### Placement by cell class, run 1

Scale bar: 20 um.
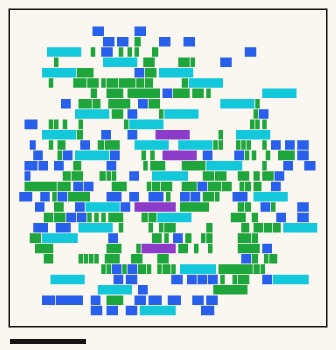
### Logic cells by family, run 1

Scale bar: 20 um.
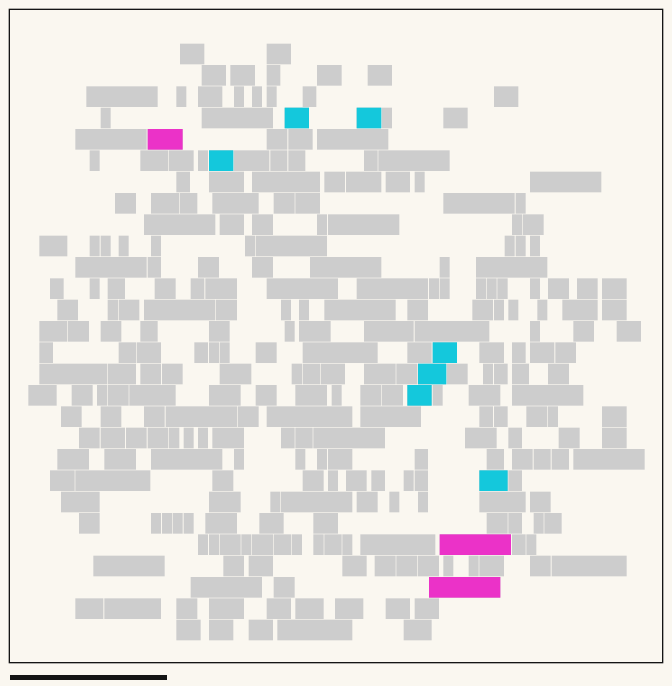
### Sequential cells grouped by signal name, run 1

Scale bar: 20 um.
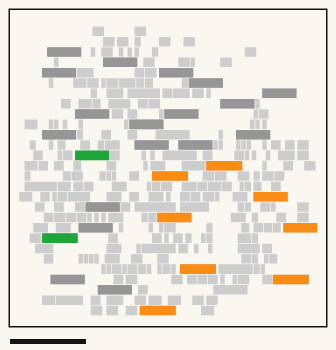
`src/rtl/countdown_pkg.sv`:
```
// Shared definitions for the countdown sequencer: FSM state encodings and default width.
package countdown_pkg;

  localparam int DEFAULT_WIDTH = 8;

  typedef enum logic [1:0] {
    ST_IDLE  = 2'd0,
    ST_RUN   = 2'd1,
    ST_PAUSE = 2'd2
  } state_e;

endpackage

```
`src/rtl/sat_counter.sv`:
```
// Saturating up counter with synchronous clear; clear takes priority over increment.
module sat_counter #(
  parameter int WIDTH = 8
) (
  input  logic             clk,
  input  logic             reset,
  input  logic             clear,
  input  logic             inc,
  output logic [WIDTH-1:0] value
);

  logic [WIDTH-1:0] value_q;
  logic [WIDTH-1:0] value_d;

  always_comb begin
    value_d = value_q;
    if (clear) begin
      value_d = '0;
    end else if (inc && (value_q != {WIDTH{1'b1}})) begin
      value_d = value_q + {{(WIDTH-1){1'b0}}, 1'b1};
    end
  end

  always_ff @(posedge clk or negedge reset) begin
    if (!reset) begin
      value_q <= '0;
    end else begin
      value_q <= value_d;
    end
  end

  assign value = value_q;

endmodule

```
`src/rtl/countdown_sequencer.sv`:
```
// Loadable down-counter issuing one step per active cycle, with pause, abort and auto-reload.
module countdown_sequencer
  import countdown_pkg::*;
#(
  parameter int WIDTH = DEFAULT_WIDTH
) (
  input  logic             clk,
  input  logic             reset,
  input  logic             load_valid,
  output logic             load_ready,
  input  logic [WIDTH-1:0] load_value,
  input  logic             reload_en,
  input  logic             pause,
  input  logic             abort,
  output logic [WIDTH-1:0] count,
  output logic             busy,
  output logic             step,
  output logic             done,
  output logic [WIDTH-1:0] reloads
);

  localparam logic [WIDTH-1:0] ONE = {{(WIDTH-1){1'b0}}, 1'b1};

  state_e           state_q, state_d;
  logic [WIDTH-1:0] count_q, count_d;
  logic [WIDTH-1:0] period_q, period_d;
  logic             reload_q, reload_d;
  logic             done_q, done_d;
  logic             reloads_clr;
  logic             reloads_inc;
  logic             load_fire;

  assign load_fire = load_valid && (state_q == ST_IDLE);

  always_ff @(posedge clk or negedge reset) begin
    if (!reset) begin
      state_q  <= ST_IDLE;
      count_q  <= '0;
      period_q <= '0;
      reload_q <= 1'b0;
      done_q   <= 1'b0;
    end else begin
      state_q  <= state_d;
      count_q  <= count_d;
      period_q <= period_d;
      reload_q <= reload_d;
      done_q   <= done_d;
    end
  end

  always_comb begin
    state_d = state_q;
    case (state_q)
      ST_IDLE: begin
        if (load_fire && (load_value != '0)) state_d = ST_RUN;
      end
      ST_RUN: begin
        if (abort)                                  state_d = ST_IDLE;
        else if (pause)                             state_d = ST_PAUSE;
        else if ((count_q <= ONE) && !reload_q)     state_d = ST_IDLE;
      end
      ST_PAUSE: begin
        if (abort)       state_d = ST_IDLE;
        else if (!pause) state_d = ST_RUN;
      end
      default: state_d = ST_IDLE;
    endcase
  end

  // A zero-length load finishes immediately: done without ever leaving IDLE.
  always_comb begin
    count_d     = count_q;
    period_d    = period_q;
    reload_d    = reload_q;
    done_d      = 1'b0;
    reloads_clr = 1'b0;
    reloads_inc = 1'b0;
    case (state_q)
      ST_IDLE: begin
        if (load_fire) begin
          period_d    = load_value;
          reload_d    = reload_en;
          reloads_clr = 1'b1;
          if (load_value != '0) count_d = load_value;
          else                  done_d  = 1'b1;
        end
      end
      ST_RUN: begin
        if (abort) begin
          count_d = '0;
        end else if (!pause) begin
          if (count_q > ONE) begin
            count_d = count_q - ONE;
          end else begin
            done_d = 1'b1;
            if (reload_q) begin
              count_d     = period_q;
              reloads_inc = 1'b1;
            end else begin
              count_d = '0;
            end
          end
        end
      end
      ST_PAUSE: begin
        if (abort) count_d = '0;
      end
      default: count_d = '0;
    endcase
  end

  always_comb begin
    load_ready = (state_q == ST_IDLE);
    busy       = (state_q != ST_IDLE);
    step       = (state_q == ST_RUN) && !pause && !abort;
  end

  sat_counter #(
    .WIDTH(WIDTH)
  ) u_reloads (
    .clk  (clk),
    .reset(reset),
    .clear(reloads_clr),
    .inc  (reloads_inc),
    .value(reloads)
  );

  assign count = count_q;
  assign done  = done_q;

endmodule

```
`config.mk`:
```
export PLATFORM = sky130hd
export DESIGN_NAME = countdown_sequencer
export DESIGN_NICKNAME = d
export VERILOG_FILES = /design/src/rtl/countdown_pkg.sv /design/src/rtl/sat_counter.sv /design/src/rtl/countdown_sequencer.sv
export SDC_FILE = /design/constraint.sdc
export NUM_CORES = 1
export LEC_CHECK = 0
export CAP_MARGIN = 30
export CELL_PAD_IN_SITES_DETAIL_PLACEMENT = 0
export CELL_PAD_IN_SITES_GLOBAL_PLACEMENT = 2
export CORE_MARGIN = 2
export CORE_UTILIZATION = 27
export CTS_BUF_LIST = sky130_fd_sc_hd__clkbuf_16
export DETAILED_ROUTE_END_ITERATION = 6
export PLACE_DENSITY = 0.75
export SLEW_MARGIN = 20
export SYNTH_ARGS = -nofsm -noshare
export SYNTH_HDL_FRONTEND = slang
export SYNTH_SLANG_ARGS = --single-unit
```
`constraint.sdc`:
```
create_clock -name clk -period 1.7 [get_ports clk]
set_input_delay 0.51 -clock clk [delete_from_list [all_inputs] [get_ports clk]]
set_output_delay 0.51 -clock clk [all_outputs]
set_load 0.02 [all_outputs]
```
==> Slide: Implementation Results, run 1 <==
Implementation Results

Cells and area
  • Number of diodes: 0
  • Most used logic cell in the final layout: buf_4
  • Comb. cell area: about 1100 um^2
  • Non-clock buffers, area share: a little over a quarter
  • Largest cell class: logic gates
  • Multi-input combinational area share: between 30 and 40%
  • Final Non-Filler Cells: 355
  • Fraction of area in registers: about a quarter
  • MI comb cells: 153
  • P&R area growth vs syn: 62.0%
  • Nets@finish: about 300
  • Fin util: between 40% and 50%
  • ClkCell Share: about 3.8%
  • Non-clk invs: 7
  • Fill cells: between 500 and 600
  • Non-Clock Buffer Count: about 88
  • Reg area: slightly above 700 um^2
  • Clock buffer count in the final layout: 3
  • Sequential cells: 28
  • Layout cell share with drive strength beyond 1: 38.6%

Worst setup path
  • CP max stage delay: roughly 0.4 ns
  • Number of cells on the critical path: 5
  • CP arrival: 1.23 ns
  • WP buf/inv: 4
  • FF-to-FF setup slack: -0.04 ns
  • Worst R2R End: count[5]
  • Worst Setup SP: state_q[1]
  • Critical path class: reg -> out
  • Most common cell on crit path: buf_4
  • Crit path required time: approximately 1.2 ns
  • Worst path slowest cell: dfrtp_2
  • Reg2reg start: count[0]
  • Kind of cell adding the most delay to the critical path: buffers and inverters
  • CP startpoint kind: flop
  • Worst-path fanout max: 3
  • CP Capture Type: primary output
  • Reg2reg path depth: 6
  • CP Capture Point: busy
  • CP cell instances: buf_4 -> nor2_2 -> buf_4 -> inv_1 -> buf_2

Clock network
  • Worst-path clk slew: around 0.08 ns
  • H-tree depth: 1
  • Sink Count: 28
  • Post-CTS Repair Setup Buffers: 5
  • Clk buf depth: 2
  • CTS Root Cell: clkbuf_16
  • # hold bufs at CTS: 0
  • # resized after CTS: between 50 and 60
  • Insertion Delay late pin: ~0.27 ns

Logic synthesis
  • Ao+oa area frac: ~15%
  • Post-synthesis cell count: between 150 and 200
  • Ys Warns: 0
  • Top area cell types: dfrtp_1 41%, nand2_1 9.3%, nor2_1 5.1%, xnor2_1 3.1%, nor4b_4 2.8%
  • Basic Gates by Area: roughly 34%
  • Synthesis-stage register bit count: 28
  • Cell taking the most area after synthesis: dfrtp_1
  • Synth top cells by count: 42 x nand2_1, 28 x dfrtp_1, 23 x nor2_1
  • Area share, top type: 41.5%
  • Yosys cell count: 196
  • Post-synth net total: around 210
  • Mux area share: between 1 and 1.5%
  • Synth Seq Share: roughly two fifths
  • Synthesized cell area: approximately 1700 um^2
  • Largest logic family: simple AND/OR/NAND/NOR gates
  • Async S/R FF share, synth: 100%
  • Synth cell types: 45
  • Number of enable flip-flop cells: 0
  • Syn_area_per_cell: 8.62 um^2
  • Chip Area, Yosys: approximately 1700 um^2
  • Adder Area Share: 2.22%
  • Xor/xnor share: 3.11%
  • Most frequent cell after synthesis: nand2_1

Pwr
  • LEAKAGE: 1.25 nW
  • Flop+latch power: 1.09 mW
  • Net Sw Power: between 1.5 and 2 mW
  • Clock network power: slightly above 0.7 mW
  • Internal power: 2.51 mW
  • Power Dens Cells: approximately 1500 nW/um^2
  • Flop pwr share: between 20% and 30%
  • Largest Pwr Group: combinational cells
  • Sw frac: about two fifths
  • Clock share of power: between 10% and 20%

GRT
  • Overall global routing resource usage: between 10% and 20%
  • M1 GR Usage: a little under 20%
  • Largest net degree at the start of global routing: 29
  • Vias in the first global route: roughly 1700
  • GR Util met2: 24.5%
  • First-pass GRT wire length: 8290 um
  • Antenna violations before repair: 0
  • M3 GR Usage: roughly 1.7%

Routing
  • Met2 routed WL: 2470 um
  • Via total after detailed routing: 1711
  • Drt pass-1 iters: 4
  • Top routing layer used: met4
  • Routed WL: around 5000 um
  • Met1 wire length: between 2000 and 2500 um
  • First DRT Iteration DRCs: approximately 110
  • Detailed-route DRC error count: 0
  • Routed vias/inst: ~4.8
  • Routed wire length per instance: 14.2 um
  • Routed length on met3: approximately 120 um

STA
  • Worst clock skew: 0.00462 ns
  • PnR worst setup slack: -0.0444 ns
  • Worst Tran Pin Value: roughly 0.30 ns
  • Final setup viols: 4
  • FMAX: 573 MHz
  • Tcrit/Tclk final: 103%
  • Final-report max-slew violation count: 0
  • Final tally of hold violations: 0
  • Hold_ws: 0.480 ns

Placement
  • Pre-CTS setup slack: -0.736 ns
  • Cells after DPL: between 300 and 400
  • Placer Congestion: between 0.7 and 0.8
  • Port bufs: 33
  • Dpl cell area: 2480 um^2

Outcome
  • Status: finished with violations
  • Failing checks: negative setup slack

Floorplan
  • Init Core Util: about 28%
  • IO Pins: 34
  • Die area: 6910 um^2
  • Chip height: between 80 and 90 um
  • Total core area: roughly 6000 um^2
  • DIE WIDTH: approximately 83 um
  • Floorplan row count: 28
  • Tapcell Cnt: between 70 and 80

Hold path
  • Hold endpoint: period_q[2]
  • Hold Crit Depth: 2
  • Worst min path class: reg -> reg
  • Worst Hold Launch: period_q[2]

Job
  • Tool Warnings: 30
  • Maxcap violations: 0
Back to the opening pictures, 'Placement by cell class':
Key: purple = clock drivers and dummy loads [cells 4, share of their area 4.0%]; cyan = sequential cells [cells 28, share of their area 27%]; green = remaining logic cells [cells 160, share of their area 42%]; blue = remaining buffers and delay cells [cells 88, share of their area 28%]

Back to the opening pictures, 'Logic cells by family':
Key: cyan = non-inverting ao/oa cells [cells 7, most used a31o_1]; magenta = fa/ha/maj cells [cells 3, most used ha_4]

Back to the opening pictures, 'Sequential cells grouped by signal name':
Key: green = state_q [flops 2]; orange = count [flops 8]

### Drive-strength map, run 1

Scale bar: 20 um.
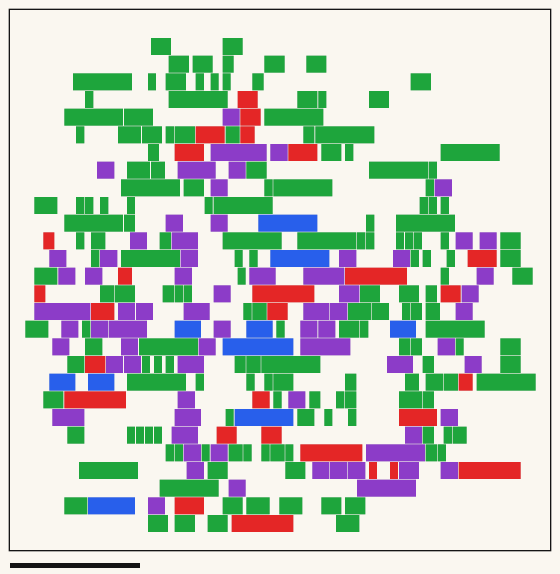

## Run 2: what changed since run 1
--- a/config.mk
+++ b/config.mk
@@ -9,10 +9,10 @@
 export CELL_PAD_IN_SITES_DETAIL_PLACEMENT = 0
 export CELL_PAD_IN_SITES_GLOBAL_PLACEMENT = 2
 export CORE_MARGIN = 2
-export CORE_UTILIZATION = 27
+export CORE_UTILIZATION = 30
 export CTS_BUF_LIST = sky130_fd_sc_hd__clkbuf_16
 export DETAILED_ROUTE_END_ITERATION = 6
-export PLACE_DENSITY = 0.75
+export PLACE_DENSITY = 0.8
 export SLEW_MARGIN = 20
 export SYNTH_ARGS = -nofsm -noshare
 export SYNTH_HDL_FRONTEND = slang
==> constraint.sdc (replaced) <==
create_clock -name clk -period 1.8 [get_ports clk]
set_input_delay 0.54 -clock clk [delete_from_list [all_inputs] [get_ports clk]]
set_output_delay 0.54 -clock clk [all_outputs]
set_load 0.02 [all_outputs]
### Drive-strength map, run 2

Scale bar: 20 um.
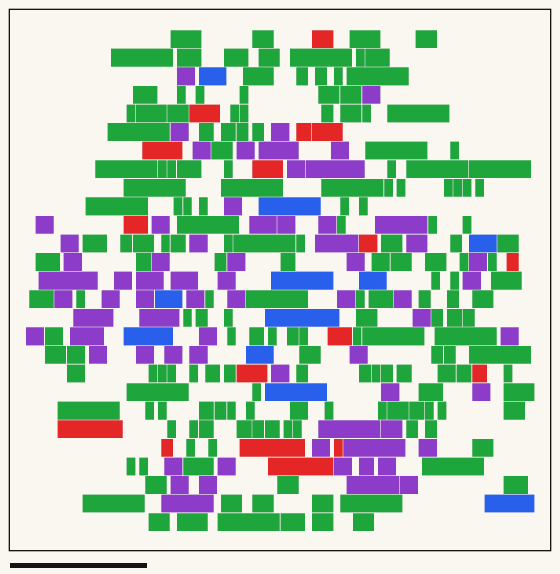
Key: red = x2 [cells 17, share 6.0%, most used dfrtp_2]; green = x1 and smaller [cells 185, share 66%, most used nand2_1]; blue = x6 and larger [cells 11, share 3.9%, most used buf_6]; purple = x3 and x4 [cells 69, share 24%, most used buf_4]

==> run 2 against run 1 <==
The run now ends clean. Global-route usage rose by 2.2 points. Wire length fell by 1.1%. Power fell by 7.2%. Register-to-register slack improved by 0.05 ns. Clock-buffer cell count did not move. Critical path type is now reg -> reg.
==> Slide: Implementation Results, run 2 <==
Implementation Results

Cells and area
  • Number of diodes: 0 (unchanged)
  • Reg area: 704 um^2 (-0.53%)
  • Non-clk invs: 7 (unchanged)
  • Multi-input combinational area share: 38.3% (-0.86 points)
  • Layout cell share with drive strength beyond 1: 34.4% (-4.2 points)
  • Nets@finish: 300 (+0.67%)
  • Most used logic cell in the final layout: buf_4
  • Fraction of area in registers: 25.3% (-0.55 points)
  • P&R area growth vs syn: 64.6%

Logic synthesis
  • Number of enable flip-flop cells: 0 (unchanged)
  • Most frequent cell after synthesis: nand2_1
  • Basic Gates by Area: 33.5% (unchanged)
  • Ao+oa area frac: 14.7% (unchanged)
  • Xor/xnor share: 3.11% (unchanged)
  • Yosys cell count: 196 (unchanged)
  • Synthesized cell area: 1690 um^2 (unchanged)
  • Post-synthesis cell count: 196 (unchanged)
  • Mux area share: 1.18% (unchanged)
  • Area share, top type: 41.5% (unchanged)
  • Async S/R FF share, synth: 100% (unchanged)
  • Synthesis-stage register bit count: 28 (unchanged)
  • Synth cell types: 45 (unchanged)
  • Adder Area Share: 2.22% (unchanged)
  • Ys Warns: 0 (unchanged)
  • Synth Seq Share: 41.5% (unchanged)
  • Top area cell types: dfrtp_1 41%, nand2_1 9.3%, nor2_1 5.1%, xnor2_1 3.1%, nor4b_4 2.8%

Job
  • Maxcap violations: 0 (unchanged)

Worst setup path
  • WP buf/inv: 2 (-2)
  • Kind of cell adding the most delay to the critical path: simple AND/OR/NAND/NOR gates
  • CP max stage delay: 0.45 ns (+0.04 ns)
  • Crit path required time: 1.95 ns (+0.76 ns)
  • Worst-path fanout max: 5 (+2)
  • Worst R2R End: u_reloads.value[4]
  • Reg2reg path depth: 7 (+1)
  • Number of cells on the critical path: 7 (+2)

Clock network
  • Sink Count: 28 (unchanged)
  • CTS Root Cell: clkbuf_16
  • Worst-path clk slew: 0.07 ns (about the same)
  • # resized after CTS: 46 (-19%)
  • Clk buf depth: 2 (unchanged)
  • H-tree depth: 1 (unchanged)

Routing
  • Routed WL: 4980 um (-1.1%)
  • Routed wire length per instance: 14.1 um (-0.85%)
  • Routed length on met3: 158 um (+33%)
  • Routed vias/inst: 4.84 (+0.34%)
  • Via total after detailed routing: 1712 (+0.058%)
  • Met2 routed WL: 2450 um (-0.93%)
  • Detailed-route DRC error count: 0 (unchanged)

Hold path
  • Hold Crit Depth: 2 (unchanged)
  • Hold endpoint: period_q[3]

Floorplan
  • Tapcell Cnt: 72 (-4.0%)
  • Chip height: 79.1 um (-4.9%)
  • Floorplan row count: 27 (-3.6%)
  • Total core area: 5470 um^2 (-8.6%)

GRT
  • Largest net degree at the start of global routing: 29 (unchanged)
  • Antenna violations before repair: 0 (unchanged)
  • GR Util met2: 27.5% (+3.1 points)
  • Vias in the first global route: 1657 (-3.2%)
  • M3 GR Usage: 1.82% (+0.13 points)
  • M1 GR Usage: 23.6% (+4.0 points)

Pwr
  • Flop+latch power: 1.04 mW (-5%)
  • Internal power: 2.34 mW (-6.6%)
  • Power Dens Cells: 1390 nW/um^2 (-8.7%)
  • Clock share of power: 17.1% (-0.3 points)
  • LEAKAGE: 1.34 nW (+6.9%)

STA
  • Hold_ws: 0.477 ns (-0.00278 ns)
  • PnR worst setup slack: 0.00318 ns (+0.0476 ns)

Placement
  • Port bufs: 33 (unchanged)

Outcome
  • Status: finished clean
No activity file was given, so power comes from the tool's default toggle rates.
